Register map, names as in the netlist:
Scale bar: 50 um. Other sequential cells in the stronger gray, the rest of the logic in the fainter gray.
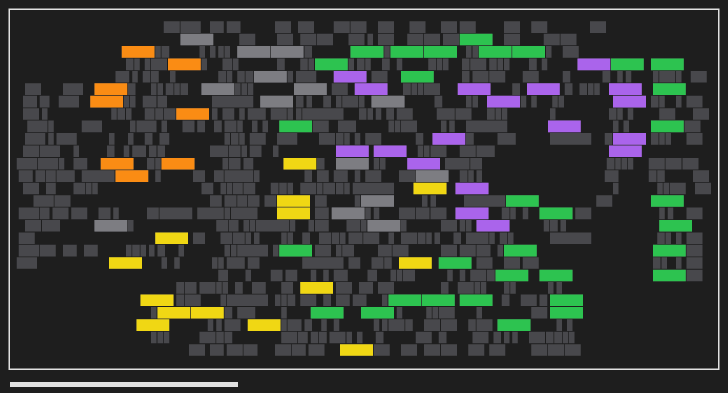
Cell outlines without signal wires:
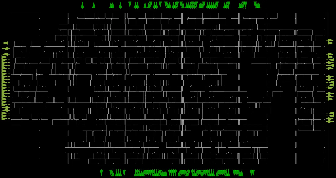
Clock distribution:
Scale bar: 50 um.
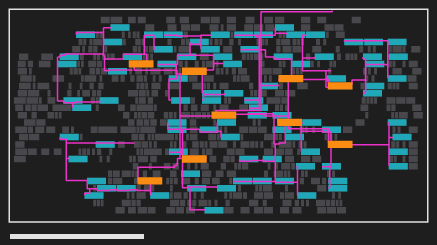
Cells by drive strength:
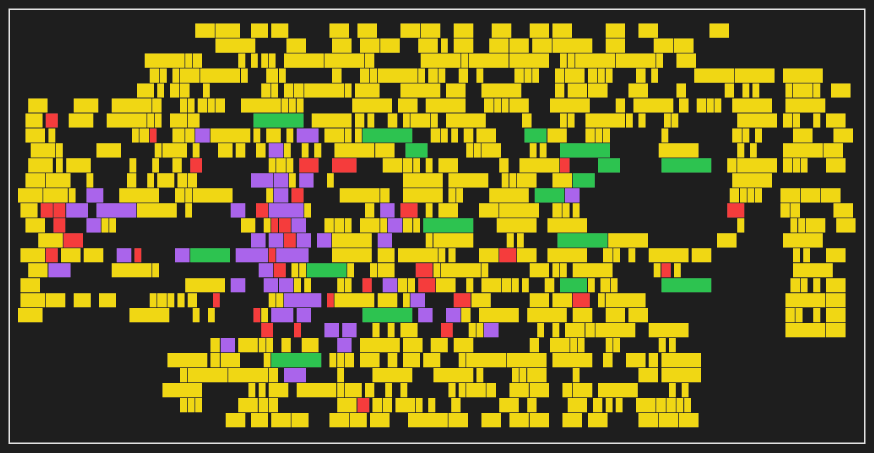
Wire density map:
31 x 16 tiles, from dark blue (low) to red (high), scaled to the fullest tile. Values are wire area over tile area, all layers added.
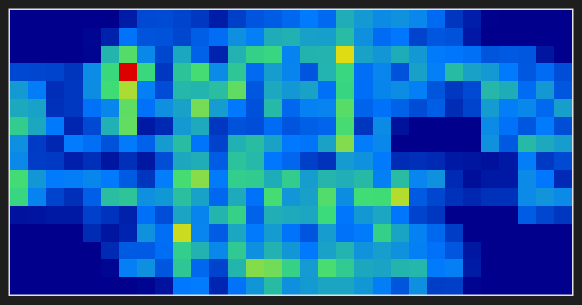
File: config.mk
export PLATFORM = sky130hd
export DESIGN_NAME = mf_disp_sys_wr_decode
export DESIGN_NICKNAME = d
export VERILOG_FILES = /design/src/rtl/mf_disp_sys_wr_decode_pkg.sv /design/src/rtl/mf_disp_sys_wr_decode_swap.sv /design/src/rtl/mf_disp_sys_wr_decode.sv
export SDC_FILE = /design/constraint.sdc
export NUM_CORES = 1
export LEC_CHECK = 0
export ABC_AREA = 1
export CAP_MARGIN = 5
export CELL_PAD_IN_SITES_DETAIL_PLACEMENT = 0
export CELL_PAD_IN_SITES_GLOBAL_PLACEMENT = 1
export CORE_ASPECT_RATIO = 0.5
export CORE_UTILIZATION = 29
export DETAILED_ROUTE_END_ITERATION = 10
export GPL_ROUTABILITY_DRIVEN = 0
export PLACE_DENSITY = 0.84
export SYNTH_ARGS = -nofsm -noshare
export SYNTH_HDL_FRONTEND = slang
export SYNTH_SLANG_ARGS = --single-unit
File: constraint.sdc
create_clock -name sys_clk -period 1.95 [get_ports sys_clk]
set_clock_uncertainty 0.05 [all_clocks]
set_input_delay 0.4875 -clock sys_clk [delete_from_list [all_inputs] [get_ports sys_clk]]
set_output_delay 0.4875 -clock sys_clk [all_outputs]
set_load 0.02 [all_outputs]
File: src/rtl/mf_disp_sys_wr_decode_pkg.sv
// Shared address-map constants, swap FSM states and the region decoder
// for the display system write port.
package mf_disp_sys_wr_decode_pkg;

  localparam int FB_WORDS_DEF    = 16000;
  localparam int PAL_ENTRIES_DEF = 64;

  localparam logic [15:0] FB_LIMIT  = 16'hFA00;
  localparam logic [15:0] PAL_BASE  = 16'hFA00;
  localparam logic [15:0] CTRL_ADDR = 16'hFE00;
  localparam logic [15:0] SWAP_ADDR = 16'hFE04;

  typedef enum logic {
    IDLE,
    PEND
  } swap_state_t;

  typedef enum logic [2:0] {
    RGN_NONE,
    RGN_FB,
    RGN_PAL,
    RGN_CTRL,
    RGN_SWAP
  } region_t;

  // RGN_NONE covers every address that must be dropped and counted.
  function automatic region_t decode_region(input logic [31:0] addr,
                                            input int fb_words,
                                            input int pal_entries);
    logic [15:0] a;
    region_t     rgn;
    a   = addr[15:0];
    rgn = RGN_NONE;
    if (addr[31:16] == 16'h0 && addr[1:0] == 2'b00) begin
      if (a < FB_LIMIT && 32'(a[15:2]) < fb_words)
        rgn = RGN_FB;
      else if (a[15:8] == PAL_BASE[15:8] && 32'(a[7:2]) < pal_entries)
        rgn = RGN_PAL;
      else if (a == CTRL_ADDR)
        rgn = RGN_CTRL;
      else if (a == SWAP_ADDR)
        rgn = RGN_SWAP;
    end
    return rgn;
  endfunction

endpackage

File: src/rtl/mf_disp_sys_wr_decode_swap.sv
// Front/back buffer ownership: IDLE/PEND swap machine that flips front_buf
// immediately when the display is disabled, otherwise on the frame boundary.
module mf_disp_swap_ctrl
  import mf_disp_sys_wr_decode_pkg::*;
(
  input  logic sys_clk,
  input  logic reset,
  input  logic swap_req,
  input  logic disable_req,
  input  logic ctrl_enable,
  input  logic frame_start,
  output logic front_buf,
  output logic swap_pending
);

  swap_state_t state;

  always_ff @(posedge sys_clk) begin
    if (reset) begin
      state        <= IDLE;
      front_buf    <= 1'b0;
      swap_pending <= 1'b0;
    end else begin
      case (state)
        IDLE: begin
          // frame_start alongside a request is ignored here: the swap waits for the next one
          if (swap_req) begin
            if (ctrl_enable) begin
              state        <= PEND;
              swap_pending <= 1'b1;
            end else begin
              front_buf <= ~front_buf;
            end
          end
        end
        PEND: begin
          if (frame_start || disable_req) begin
            front_buf    <= ~front_buf;
            state        <= IDLE;
            swap_pending <= 1'b0;
          end
        end
        default: begin
          state        <= IDLE;
          swap_pending <= 1'b0;
        end
      endcase
    end
  end

endmodule

File: src/rtl/mf_disp_sys_wr_decode.sv
// System write port decoder: routes writes to frame buffer, palette and
// control registers, counts dropped writes and hosts the buffer swap machine.
module mf_disp_sys_wr_decode
  import mf_disp_sys_wr_decode_pkg::*;
#(
  parameter int FB_WORDS    = FB_WORDS_DEF,
  parameter int PAL_ENTRIES = PAL_ENTRIES_DEF
) (
  input  logic        sys_clk,
  input  logic        reset,
  input  logic        sys_wr_vld,
  input  logic [31:0] sys_wr_addr,
  input  logic [31:0] sys_wr_data,
  input  logic        frame_start,
  output logic        fb_wr_en,
  output logic        fb_wr_buf,
  output logic [13:0] fb_wr_addr,
  output logic [31:0] fb_wr_data,
  output logic        pal_wr_en,
  output logic [5:0]  pal_wr_idx,
  output logic [17:0] pal_wr_data,
  output logic        ctrl_enable,
  output logic        ctrl_test_mode,
  output logic        front_buf,
  output logic        swap_pending,
  output logic [7:0]  err_count
);

  function automatic logic [7:0] sat_inc(input logic [7:0] v);
    return (v == 8'hFF) ? v : v + 8'd1;
  endfunction

  region_t rgn_p0;
  logic    fb_p0, pal_p0, ctrl_p0, swap_req_p0, dis_req_p0, err_p0;

  // Stage p0: combinational decode of the incoming write
  always_comb begin
    rgn_p0      = decode_region(sys_wr_addr, FB_WORDS, PAL_ENTRIES);
    fb_p0       = sys_wr_vld && (rgn_p0 == RGN_FB);
    pal_p0      = sys_wr_vld && (rgn_p0 == RGN_PAL);
    ctrl_p0     = sys_wr_vld && (rgn_p0 == RGN_CTRL);
    swap_req_p0 = sys_wr_vld && (rgn_p0 == RGN_SWAP) && sys_wr_data[0];
    dis_req_p0  = ctrl_p0 && !sys_wr_data[0];
    err_p0      = sys_wr_vld && (rgn_p0 == RGN_NONE);
  end

  // Stage p1: registered strobes, payloads, control and error count
  always_ff @(posedge sys_clk) begin
    if (reset) begin
      fb_wr_en       <= 1'b0;
      fb_wr_buf      <= 1'b0;
      fb_wr_addr     <= '0;
      fb_wr_data     <= '0;
      pal_wr_en      <= 1'b0;
      pal_wr_idx     <= '0;
      pal_wr_data    <= '0;
      ctrl_enable    <= 1'b0;
      ctrl_test_mode <= 1'b0;
      err_count      <= '0;
    end else begin
      fb_wr_en  <= fb_p0;
      pal_wr_en <= pal_p0;
      if (fb_p0) begin
        fb_wr_buf  <= ~front_buf;
        fb_wr_addr <= sys_wr_addr[15:2];
        fb_wr_data <= sys_wr_data;
      end
      if (pal_p0) begin
        pal_wr_idx  <= sys_wr_addr[7:2];
        pal_wr_data <= sys_wr_data[17:0];
      end
      if (ctrl_p0) begin
        ctrl_enable    <= sys_wr_data[0];
        ctrl_test_mode <= sys_wr_data[2];
      end
      if (err_p0)
        err_count <= sat_inc(err_count);
    end
  end

  mf_disp_swap_ctrl u_swap (
    .sys_clk      (sys_clk),
    .reset        (reset),
    .swap_req     (swap_req_p0),
    .disable_req  (dis_req_p0),
    .ctrl_enable  (ctrl_enable),
    .frame_start  (frame_start),
    .front_buf    (front_buf),
    .swap_pending (swap_pending)
  );

endmodule

==> impl_metrics.tcl <==
# collected from the flow reports
set metrics [dict create \
    holdWs_ns 0.420 \
    drc_errors 0 \
    fin_cells 795 \
    p_sw_uw 799 \
    largestClassByArea "non-clock buffers" \
    synthTopCellsByCount "nor2_1 (165), dfxtp_1 (86), o21ai_0 (50)" \
    fin_crit_sh_pct 97.5 \
    max_freq_mhz 526 \
    wl_met3_um 456 \
    syn_inst 453 \
    ys_sh_adder_pct 0.368 \
    top_register "fb_wr_data" \
    setup_viol 0 \
    finalCriticalPeriod_ns 1.90 \
    slew_viol_final 0 \
    setup.worst_path.start "err_count[3]" \
    r2r-start "err_count[1]" \
    switching_share_pct 22.1 \
    top_area_cell "dfxtp_1" \
    power_leader "registers" \
    vias 3452 \
    worst_slack_ns 0.0480 \
    area_growth_pct 68.4 \
    drv_cap 0 \
    layout_top_cell_excl_fill_tap "nor2_1" \
    worst_ir_drop_vdd_mv 0.361 \
    worst_r2r_path_depth 9 \
    outcome "finished clean" \
    antenna_found_initial 0 \
    crit_path_top_delay_cell "clkdlybuf4s50_1" \
    holdPathEnd "u_swap.swap_pending" \
    taps 159 \
    synth-async-reset-ratio_pct 0 \
    drtAntennaViolNets 0 \
    diodes 0 \
    comb_power_share_pct 8.0 \
    aoi_share_pct 14.0 \
    dp_hpwl_um 7140 \
    top_regs "fb_wr_data (32), pal_wr_data (18), fb_wr_addr (14)" \
    place_ws_ns -0.553 \
]
-- 'register map, names as in the netlist' (at the start) --
fb_wr_addr: in yellow, flops 14. err_count: in orange, flops 8. fb_wr_data: in green, flops 32. pal_wr_data: in purple, flops 18.
Another 14 sequential cells are not colored.
Storage cell area: 0.00172 mm^2
Seq/total area: 30.1%
post-route core utilization: 51.2%
Power Sequential: 1770 uW

-- 'cell outlines without signal wires' (at the start) --
Cell Rows: 27
num sequential: 86

-- 'clock distribution' (at the start) --
clock-net drivers: in orange, count 9. flip-flops: in cyan, count 86. clock wires: in magenta, length 1080 um.
Position of the flops: all over the die.
clock group power: 1560 uW
Clock power frac: 43.2%
Clock Latency Late Sink: 0.33 ns

-- 'cells by drive strength' (at the start) --
x1 and smaller: in yellow, cells 540, share 85%. x3 and x4: in purple, cells 44, share 6.9%. x2: in red, cells 35, share 5.5%. x6 and larger: in green, cells 17, share 2.7%.

-- 'wire density map' (at the start) --
The mean over all tiles is 0.13. The fullest tile reaches 0.55. 17% of the tiles are nearly empty. 5.0% of the tiles are over half the peak.

Power is estimated from default activity; no workload was simulated.
